`config.mk`:
```
export PLATFORM = sky130hd
export DESIGN_NAME = fetch_redirect_unit_flat
export DESIGN_NICKNAME = d
export VERILOG_FILES = /design/src/rtl/fetch_redirect_unit_pkg.sv /design/src/rtl/fetch_redirect_unit_if.sv /design/src/rtl/fetch_redirect_unit_return_addr_stack.sv /design/src/rtl/fetch_redirect_unit.sv /design/src/flat_wrapper.sv
export SDC_FILE = /design/constraint.sdc
export NUM_CORES = 1
export LEC_CHECK = 0
export ABC_AREA = 1
export CAP_MARGIN = 25
export CORE_AREA = 8 8 127 152
export CTS_CLUSTER_DIAMETER = 200
export DETAILED_ROUTE_END_ITERATION = 8
export DIE_AREA = 0 0 135 160
export PLACE_DENSITY_LB_ADDON = 0.05
export SLEW_MARGIN = 25
export SYNTH_ARGS = -nofsm -noshare
export SYNTH_HDL_FRONTEND = slang
export SYNTH_SLANG_ARGS = --single-unit
```
`constraint.sdc`:
```
create_clock -name CLK -period 7.2 [get_ports CLK]
set_clock_uncertainty 0.2 [all_clocks]
set_input_delay 1.44 -clock CLK [delete_from_list [all_inputs] [get_ports CLK]]
set_output_delay 1.44 -clock CLK [all_outputs]
set_load 0.005 [all_outputs]
```
`src/rtl/fetch_redirect_unit_pkg.sv`:
```
// Shared definitions for the fetch redirect unit: word width, opcodes,
// bubble encoding and a small PC arithmetic helper.
package fetch_redirect_unit_pkg;

   localparam int WORD_W = 16;

   typedef logic [WORD_W-1:0] word_t;

   // Bubble encoding written into IF/ID on squash and reset
   localparam word_t NOP_WORD = 16'hFFFF;

   // Redirecting opcodes as seen by the decode stage
   typedef enum logic [3:0] {
      OP_BEQ  = 4'd8,
      OP_BNE  = 4'd9,
      OP_JMP  = 4'd10,
      OP_CALL = 4'd11,
      OP_RET  = 4'd12,
      OP_FOR  = 4'd13
   } opcode_e;

   // Sequential successor of a word address, wrapping at the top of memory
   function automatic word_t word_inc(input word_t w);
      return w + 16'd1;
   endfunction

endpackage

```
`src/rtl/fetch_redirect_unit_if.sv`:
```
// Bus between the fetch redirect unit, the decode/hazard logic and
// instruction memory.
interface fetch_redirect_unit_if;
   import fetch_redirect_unit_pkg::*;

   logic       kill;
   logic [3:0] op_id;
   word_t      imm_id;
   word_t      jump_target;
   word_t      for_target;
   logic       stall;
   word_t      instr_mem;
   word_t      pc;
   word_t      if_id_instr;
   word_t      if_id_pc;
   logic       if_id_valid;
   logic       ras_overflow;
   logic       ras_underflow;

   modport slave (
      input  kill, op_id, imm_id, jump_target, for_target, stall, instr_mem,
      output pc, if_id_instr, if_id_pc, if_id_valid, ras_overflow, ras_underflow
   );

   modport master (
      output kill, op_id, imm_id, jump_target, for_target, stall, instr_mem,
      input  pc, if_id_instr, if_id_pc, if_id_valid, ras_overflow, ras_underflow
   );

endinterface

```
`src/rtl/fetch_redirect_unit_return_addr_stack.sv`:
```
// Return-address LIFO. A push while full or a pop while empty is ignored;
// the caller decides how to flag it.
module return_addr_stack
   import fetch_redirect_unit_pkg::*;
#(
   parameter int DEPTH = 8
) (
   input  logic  CLK,
   input  logic  RST,
   input  logic  push,
   input  logic  pop,
   input  word_t push_data,
   output word_t top,
   output logic  full,
   output logic  empty
);

   localparam int PW = $clog2(DEPTH);
   localparam int CW = PW + 1;
   localparam logic [PW-1:0] ONE_PTR  = {{(PW-1){1'b0}}, 1'b1};
   localparam logic [CW-1:0] ONE_CNT  = {{(CW-1){1'b0}}, 1'b1};
   localparam logic [CW-1:0] FULL_CNT = CW'(DEPTH);

   logic [CW-1:0] cnt_q, cnt_d;
   word_t         mem_q [DEPTH];
   word_t         mem_d [DEPTH];
   logic [PW-1:0] wr_ptr_s;

   assign wr_ptr_s = cnt_q[PW-1:0];
   assign full     = (cnt_q == FULL_CNT);
   assign empty    = (cnt_q == {CW{1'b0}});
   assign top      = mem_q[wr_ptr_s - ONE_PTR];

   // Next stack contents and occupancy for one push or one pop
   always_comb begin
      cnt_d = cnt_q;
      mem_d = mem_q;
      if (push && !full) begin
         mem_d[wr_ptr_s] = push_data;
         cnt_d           = cnt_q + ONE_CNT;
      end else if (pop && !empty) begin
         cnt_d = cnt_q - ONE_CNT;
      end else begin
         cnt_d = cnt_q;
      end
   end

   // Occupancy resets to empty; entry storage needs no reset
   always_ff @(posedge CLK) begin
      if (RST) begin
         cnt_q <= {CW{1'b0}};
      end else begin
         cnt_q <= cnt_d;
         mem_q <= mem_d;
      end
   end

endmodule

```
`src/rtl/fetch_redirect_unit.sv`:
```
// Fetch-side redirect handling: PC register, IF/ID register and the
// return-address stack updated by CALL/RET redirects.
module fetch_redirect_unit
   import fetch_redirect_unit_pkg::*;
#(
   parameter int    RAS_DEPTH = 8,
   parameter word_t RESET_PC  = 16'h0000,
   parameter word_t NOP_INSTR = NOP_WORD
) (
   input  logic                  CLK,
   input  logic                  RST,
   fetch_redirect_unit_if.slave  bus
);

   word_t pc_q, pc_d;
   word_t if_id_instr_q, if_id_instr_d;
   word_t if_id_pc_q, if_id_pc_d;
   logic  if_id_valid_q, if_id_valid_d;
   logic  ras_ovf_q, ras_ovf_d;
   logic  ras_unf_q, ras_unf_d;

   logic  redir_s;
   logic  push_s, pop_s;
   word_t target_s;
   word_t ras_top_s;
   logic  ras_full_s, ras_empty_s;

   // A kill aimed at a bubble is ignored so a held kill squashes only once
   assign redir_s = bus.kill & if_id_valid_q;

   return_addr_stack #(.DEPTH(RAS_DEPTH)) u_ras (
      .CLK       (CLK),
      .RST       (RST),
      .push      (push_s),
      .pop       (pop_s),
      .push_data (word_inc(if_id_pc_q)),
      .top       (ras_top_s),
      .full      (ras_full_s),
      .empty     (ras_empty_s)
   );

   // Next-PC select and IF/ID update: redirect beats stall beats sequential fetch
   always_comb begin
      pc_d          = pc_q;
      if_id_instr_d = if_id_instr_q;
      if_id_pc_d    = if_id_pc_q;
      if_id_valid_d = if_id_valid_q;
      ras_ovf_d     = ras_ovf_q;
      ras_unf_d     = ras_unf_q;
      push_s        = 1'b0;
      pop_s         = 1'b0;
      target_s      = word_inc(if_id_pc_q);
      if (redir_s) begin
         case (bus.op_id)
            OP_BEQ, OP_BNE: target_s = if_id_pc_q + bus.imm_id;
            OP_JMP:         target_s = bus.jump_target;
            OP_CALL: begin
               target_s = bus.jump_target;
               if (ras_full_s) begin
                  ras_ovf_d = 1'b1;
               end else begin
                  push_s = 1'b1;
               end
            end
            OP_RET: begin
               if (ras_empty_s) begin
                  ras_unf_d = 1'b1;
               end else begin
                  target_s = ras_top_s;
                  pop_s    = 1'b1;
               end
            end
            OP_FOR:         target_s = bus.for_target;
            default:        target_s = word_inc(if_id_pc_q);
         endcase
         pc_d          = target_s;
         if_id_instr_d = NOP_INSTR;
         if_id_valid_d = 1'b0;
      end else if (bus.stall) begin
         pc_d          = pc_q;
         if_id_instr_d = if_id_instr_q;
         if_id_pc_d    = if_id_pc_q;
         if_id_valid_d = if_id_valid_q;
      end else begin
         pc_d          = word_inc(pc_q);
         if_id_instr_d = bus.instr_mem;
         if_id_pc_d    = pc_q;
         if_id_valid_d = 1'b1;
      end
   end

   // Fetch state registers with synchronous reset
   always_ff @(posedge CLK) begin
      if (RST) begin
         pc_q          <= RESET_PC;
         if_id_instr_q <= NOP_INSTR;
         if_id_pc_q    <= 16'h0000;
         if_id_valid_q <= 1'b0;
         ras_ovf_q     <= 1'b0;
         ras_unf_q     <= 1'b0;
      end else begin
         pc_q          <= pc_d;
         if_id_instr_q <= if_id_instr_d;
         if_id_pc_q    <= if_id_pc_d;
         if_id_valid_q <= if_id_valid_d;
         ras_ovf_q     <= ras_ovf_d;
         ras_unf_q     <= ras_unf_d;
      end
   end

   assign bus.pc            = pc_q;
   assign bus.if_id_instr   = if_id_instr_q;
   assign bus.if_id_pc      = if_id_pc_q;
   assign bus.if_id_valid   = if_id_valid_q;
   assign bus.ras_overflow  = ras_ovf_q;
   assign bus.ras_underflow = ras_unf_q;

endmodule

```
`src/flat_wrapper.sv`:
```
// flat-port wrapper written by rule: the top's interface ports become plain ports
module fetch_redirect_unit_flat import fetch_redirect_unit_pkg::*;
#(
   parameter int    RAS_DEPTH = 8,
   parameter word_t RESET_PC  = 16'h0000,
   parameter word_t NOP_INSTR = NOP_WORD
)
  (CLK, RST, bus_kill, bus_op_id, bus_imm_id, bus_jump_target, bus_for_target, bus_stall, bus_instr_mem, bus_pc, bus_if_id_instr, bus_if_id_pc, bus_if_id_valid, bus_ras_overflow, bus_ras_underflow);
  fetch_redirect_unit_if bus_i ();
  input  logic CLK;
  input  logic RST;
  input wire logic [$bits(bus_i.kill)-1:0] bus_kill;
  input wire logic [$bits(bus_i.op_id)-1:0] bus_op_id;
  input wire logic [$bits(bus_i.imm_id)-1:0] bus_imm_id;
  input wire logic [$bits(bus_i.jump_target)-1:0] bus_jump_target;
  input wire logic [$bits(bus_i.for_target)-1:0] bus_for_target;
  input wire logic [$bits(bus_i.stall)-1:0] bus_stall;
  input wire logic [$bits(bus_i.instr_mem)-1:0] bus_instr_mem;
  output wire logic [$bits(bus_i.pc)-1:0] bus_pc;
  output wire logic [$bits(bus_i.if_id_instr)-1:0] bus_if_id_instr;
  output wire logic [$bits(bus_i.if_id_pc)-1:0] bus_if_id_pc;
  output wire logic [$bits(bus_i.if_id_valid)-1:0] bus_if_id_valid;
  output wire logic [$bits(bus_i.ras_overflow)-1:0] bus_ras_overflow;
  output wire logic [$bits(bus_i.ras_underflow)-1:0] bus_ras_underflow;
  assign bus_i.kill = bus_kill;
  assign bus_i.op_id = bus_op_id;
  assign bus_i.imm_id = bus_imm_id;
  assign bus_i.jump_target = bus_jump_target;
  assign bus_i.for_target = bus_for_target;
  assign bus_i.stall = bus_stall;
  assign bus_i.instr_mem = bus_instr_mem;
  assign bus_pc = bus_i.pc;
  assign bus_if_id_instr = bus_i.if_id_instr;
  assign bus_if_id_pc = bus_i.if_id_pc;
  assign bus_if_id_valid = bus_i.if_id_valid;
  assign bus_ras_overflow = bus_i.ras_overflow;
  assign bus_ras_underflow = bus_i.ras_underflow;
  fetch_redirect_unit #(.RAS_DEPTH(RAS_DEPTH), .RESET_PC(RESET_PC), .NOP_INSTR(NOP_INSTR)) u_core (.CLK(CLK), .RST(RST), .bus(bus_i));
endmodule
```
==> results.py, run 1 <==
# Synthesis and PnR figures
metrics = {
    "outcome": {
        "run_status": "completed",
    },
    "clock_tree": {
        "clk_pin_slew_ns": 0.07,
        "clk_latency_ns": 0.43,
        "clk_path_buf_depth": 2,
    },
    "layout": {
        "drive_above_1_share_pct": 5.79,
        "syn_to_final_growth_pct": 21.2,
        "fill_cells": 1374,
        "largest_register": "u_core.u_ras.mem_q",
    },
    "critical_path": {
        "worstPathArrival_ns": 4.02,
        "critPathBufInv": 2,
        "cpLargestDelayFamily": "simple AND/OR/NAND/NOR gates",
        "critPathKind": "in -> reg",
    },
    "flow_run": {
        "cap_violations": 0,
    },
    "place": {
        "io_buffers": 122,
        "dp.cells": 1395,
        "dpl-instance-area_um2": 10800,
    },
    "synthesis": {
        "numSynthFlops": 183,
        "simple_gate_share_pct": 24.8,
        "synth_area_per_cell_um2": 8.57,
        "netlist_top_cells_count": "nand2_1, edfxtp_1, inv_1",
        "adder_share_pct": 3.09,
        "mux_area_share_pct": 0,
        "syn_area_um2": 9400,
        "netlist_instances": 1096,
        "async_flop_share_pct": 0,
        "synth_top_cell_by_count": "nand2_1",
        "xor_area_share_pct": 1.85,
    },
    "die": {
        "die_h_um": 160,
        "chip_area_um2": 21600,
        "io_pins": 123,
    },
    "pwr": {
        "p_leak_uw": 0.00460,
        "powerDensity_nw_per_um2": 213,
        "clkPwrFrac_pct": 38.7,
        "top_power_group": "sequential cells",
    },
    "drt": {
        "via_per_inst": 5.60,
        "wl_per_cell_um": 19.3,
        "top_layer": "met4",
        "drtIter0Drc": 1010,
        "m1WireLength_um": 10800,
    },
    "global_route": {
        "grt_pass1_wl_um": 42600,
        "met2_usage_pct": 42.8,
        "grt_max_degree": 69,
        "grt_pass1_vias": 7589,
    },
    "hold_path": {
        "holdCritPathClass": "reg -> reg",
    },
    "sta": {
        "whs_ns": 0.271,
        "timing.fmax_mhz": 240,
    },
}
run 1: final timing paths:
path	from	endpoint	slack (ns)	cells after the start
setup / recovery	bus_kill	u_core.u_ras.mem_q[12]	3.04	7
hold / removal	u_core.bus.if_id_instr[15]	u_core.bus.if_id_instr[15]	0.27	2
setup reg to reg	u_core.u_ras.cnt_q[1]	u_core.bus.pc[8]	3.52	13
hold reg to reg	u_core.bus.if_id_instr[15]	u_core.bus.if_id_instr[15]	0.27	2
run 1: area by class of cell:
class                           instances  area [um^2]  share of cell area [%]
Multi-Input combinational cell        751         3870                    34.0
Inverter                              117          442                    3.88
Clock inverter                         13          165                    1.45
Clock buffer                           18          429                    3.77
Tap cell                              216          270                    2.37
Timing Repair Buffer                  128         1270                    11.1
Sequential cell                       183         4950                    43.4
run_1/detail.png
The bar under the picture is 10 um long. Region (48, 28) to (88, 68) um. Cells in gray, sequential cells in the stronger gray; small squares are vias.
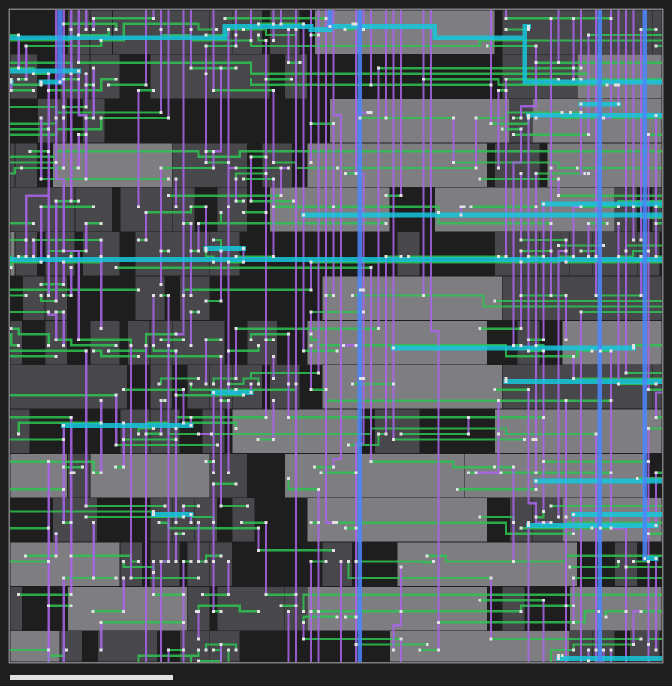
green -> metal 1
blue -> metal 4
cyan -> metal 3
purple -> metal 2
sequential cells in the window = 25
netlist names of flops here include = u_core.u_ras.mem_q (19), u_core.u_ras.cnt_q (3)
most frequent = edfxtp_1 (19), nand2_1 (17), nor2_1 (11)
cells with their middle in the window = 111

run_1/layer_met1.png
The bar under the picture is 50 um long. Supply wires on this layer in gray. Cells faint in the background.
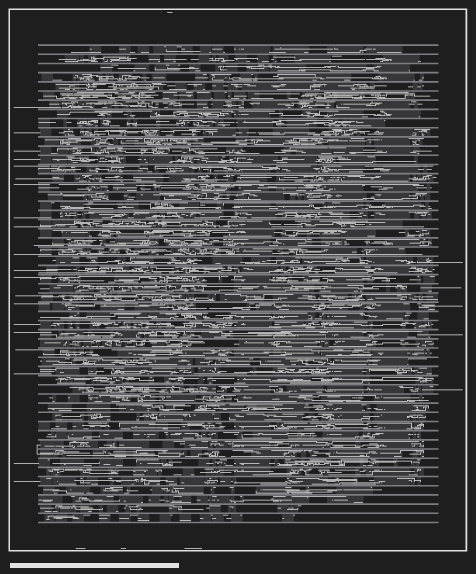
wire length on this layer = 10,800 um
longest straight run = 39.6 um
main direction = horizontal
share of all routed wire = 39%

run_1/congestion.png
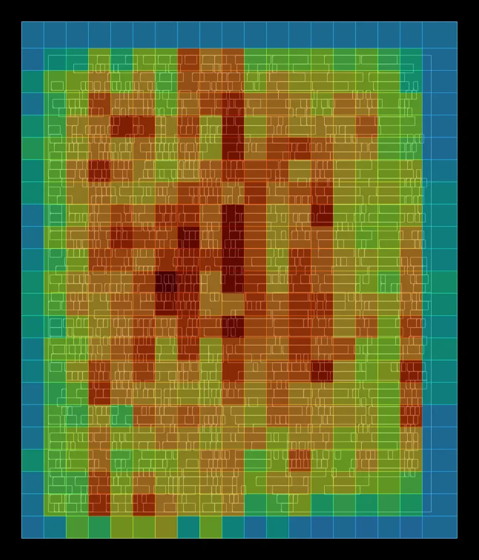
GR Layer Usage met1: 32.3%
Finished Core Util: 67.8%
All-Layer GR Usage: 25.7%
layer with the highest usage: met2

run_1/layer_met2.png
The bar under the picture is 50 um long. Cells faint in the background.
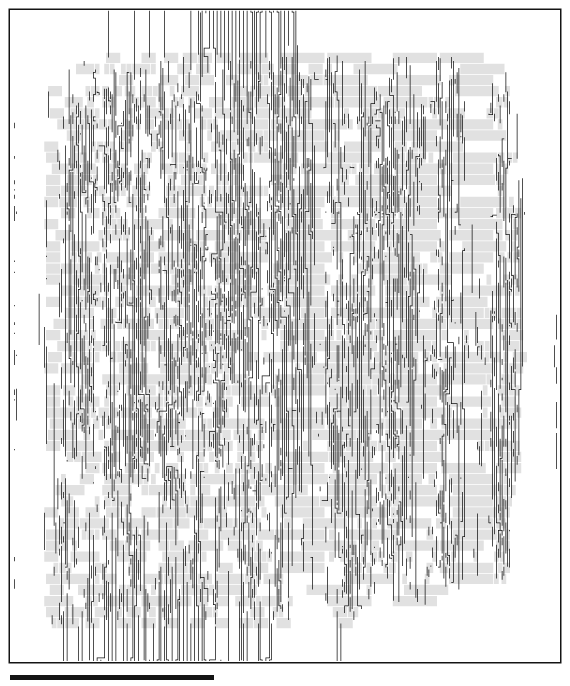
nets with wire on the layer = 1,000
wire length on this layer = 13,900 um

run_1/sizes.png
The bar under the picture is 50 um long.
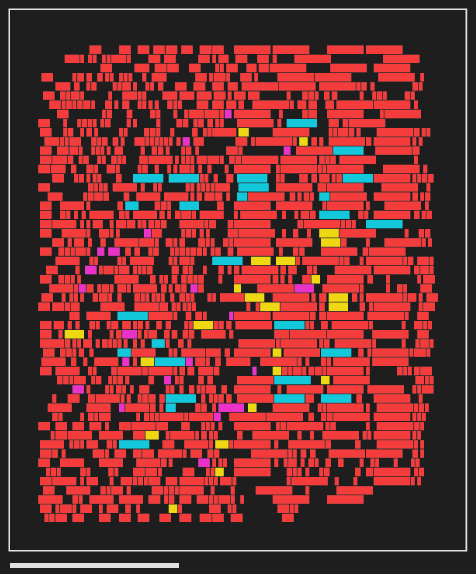

==> inputs of run 2 (changes only) <==
--- a/config.mk
+++ b/config.mk
@@ -7,10 +7,10 @@
 export LEC_CHECK = 0
 export ABC_AREA = 1
 export CAP_MARGIN = 25
-export CORE_AREA = 8 8 127 152
+export CORE_AREA = 8 8 128 153
 export CTS_CLUSTER_DIAMETER = 200
 export DETAILED_ROUTE_END_ITERATION = 8
-export DIE_AREA = 0 0 135 160
+export DIE_AREA = 0 0 136 161
 export PLACE_DENSITY_LB_ADDON = 0.05
 export SLEW_MARGIN = 25
 export SYNTH_ARGS = -nofsm -noshare
==> constraint.sdc (replaced) <==
create_clock -name CLK -period 4.05 [get_ports CLK]
set_clock_uncertainty 0.2 [all_clocks]
set_input_delay 0.81 -clock CLK [delete_from_list [all_inputs] [get_ports CLK]]
set_output_delay 0.81 -clock CLK [all_outputs]
set_load 0.005 [all_outputs]
run_2/sizes.png
The bar under the picture is 50 um long.
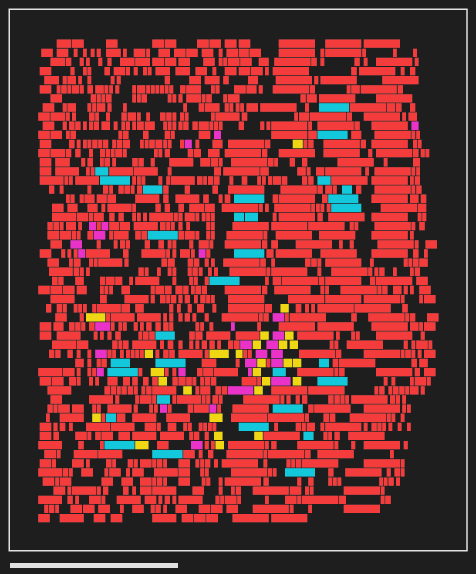
yellow -> _3 and _4 cells  # cells 27, most used buf_4
cyan -> _6 and larger  # cells 30, most used clkbuf_16
red -> _0 and _1 cells  # cells 1,139, most used nand2_1
magenta -> _2 cells  # cells 28, most used nor3_2

==> run 2 against run 1 <==
First-iteration DRC count decreased by 22%. Final cell count increased by 1.3%. Clock power up 75%. Sequential cell count unchanged. Critical path type unchanged. Register-to-register slack worse by 2.4 ns. Sequential power up 78%. Global-route usage decreased by 1.6 points. Synthesized cell count unchanged. Combinational power increased by 74%. Count of clock-buffer cells in the layout down 1.
==> results.py, run 2 <==
# Synthesis and PnR figures
metrics = {
    "outcome": {
        "run_status": "completed",
    },
    "layout": {
        "syn_to_final_growth_pct": 21.7,
        "flops": 183,
        "comb_area_um2": 3820,
        "multi_input_comb_cells": 751,
        "buffers": 141,
        "seq_share_pct": 43.3,
        "comb_share_pct": 33.4,
        "seqCellArea_um2": 4950,
        "final_util_pct": 66.3,
        "fill_cells": 1485,
        "n_all_inverters": 117,
        "buffer_area_share_pct": 11.9,
        "clkCellAreaFrac_pct": 5.16,
        "largest_register": "u_core.u_ras.mem_q",
        "clockBufferCount": 17,
        "drive_above_1_share_pct": 6.94,
    },
    "critical_path": {
        "critPathKind": "in -> reg",
        "critical_path_required_ns": 4.17,
        "reg2regPathDepth": 12,
        "rr_startpoint": "u_core.u_ras.cnt_q[1]",
        "worstPathArrival_ns": 3.14,
        "crit_start": "bus_op_id[1]",
        "regToRegSetupSlack_ns": 1.08,
        "r2r_end": "u_core.bus.pc[10]",
        "crit_end": "u_core.u_ras.cnt_q[3]",
    },
    "hold_path": {
        "holdPathEnd": "u_core.bus.if_id_instr[15]",
        "holdCritPathClass": "reg -> reg",
        "hp-start": "u_core.bus.if_id_instr[15]",
        "worstHoldPathCells": 2,
    },
    "place": {
        "dpl-instance-area_um2": 10800,
        "dp.cells": 1412,
        "io_buffers": 122,
    },
    "drt": {
        "wl_per_cell_um": 18.2,
        "via_per_inst": 5.43,
    },
    "synthesis": {
        "xor_area_share_pct": 1.85,
        "synth_top_cell_by_count": "nand2_1",
        "netlist_instances": 1096,
        "synth_area_per_cell_um2": 8.57,
        "netlist_top_cells_count": "nand2_1, edfxtp_1, inv_1",
        "mux_area_share_pct": 0,
        "syn_area_um2": 9400,
        "async_flop_share_pct": 0,
        "adder_share_pct": 3.09,
    },
    "global_route": {
        "grtUsageTotal_pct": 24.0,
        "grt_pass1_wl_um": 40700,
    },
    "clock_tree": {
        "clk_path_buf_depth": 2,
        "clk_pin_slew_ns": 0.07,
        "clk_latency_ns": 0.44,
    },
    "die": {
        "die_h_um": 161,
        "chip_area_um2": 21900,
        "io_pins": 123,
    },
    "flow_run": {
        "cap_violations": 0,
    },
    "pwr": {
        "powerDensity_nw_per_um2": 373,
        "p_leak_uw": 0.00465,
    },
    "sta": {
        "whs_ns": 0.277,
        "timing.fmax_mhz": 331,
    },
}
run_2/layer_met2.png
The bar under the picture is 50 um long. Cells faint in the background.
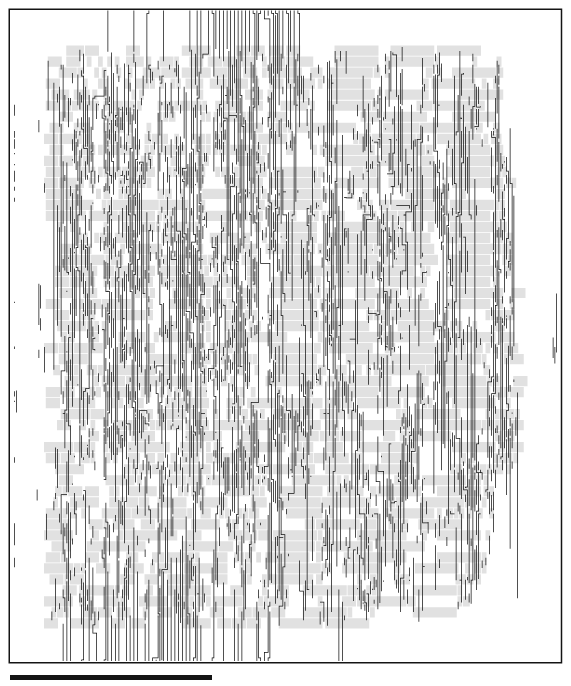
share of all routed wire = 51%
longest straight run = 70.7 um
nets with wire on the layer = 993

run 2: metal layers:
metal	GRT usage (%)	share of wire, %
met5	0	0
met1	30.3	41
met2	40.7	51
met3	3.98	5.6
met4	8.45	2.3
run 2: critical path, cell delays in order:
cell             delay [ns]
clkdlybuf4s50_1        0.50
inv_1                  0.12
nor3_2                 0.27
nand3_1                0.28
ha_1                   0.42
a21oi_1                0.13
o21ai_1                0.08
xor2_1                 0.18
nand2_1                0.06
inv_1                  0.05
o21ai_0                0.17
a21oi_1                0.06
run 2: power by group:
group | internal, uW | switching [uW] | total (uW) | leakage (uW)
clock network | 835 | 804 | 1640 | 0.000288
registers | 2050 | 57.1 | 2100 | 0.00162
logic | 235 | 290 | 525 | 0.00275
total | 3120 | 1150 | 4270 | 0.00465
Power is estimated from default activity; no workload was simulated.
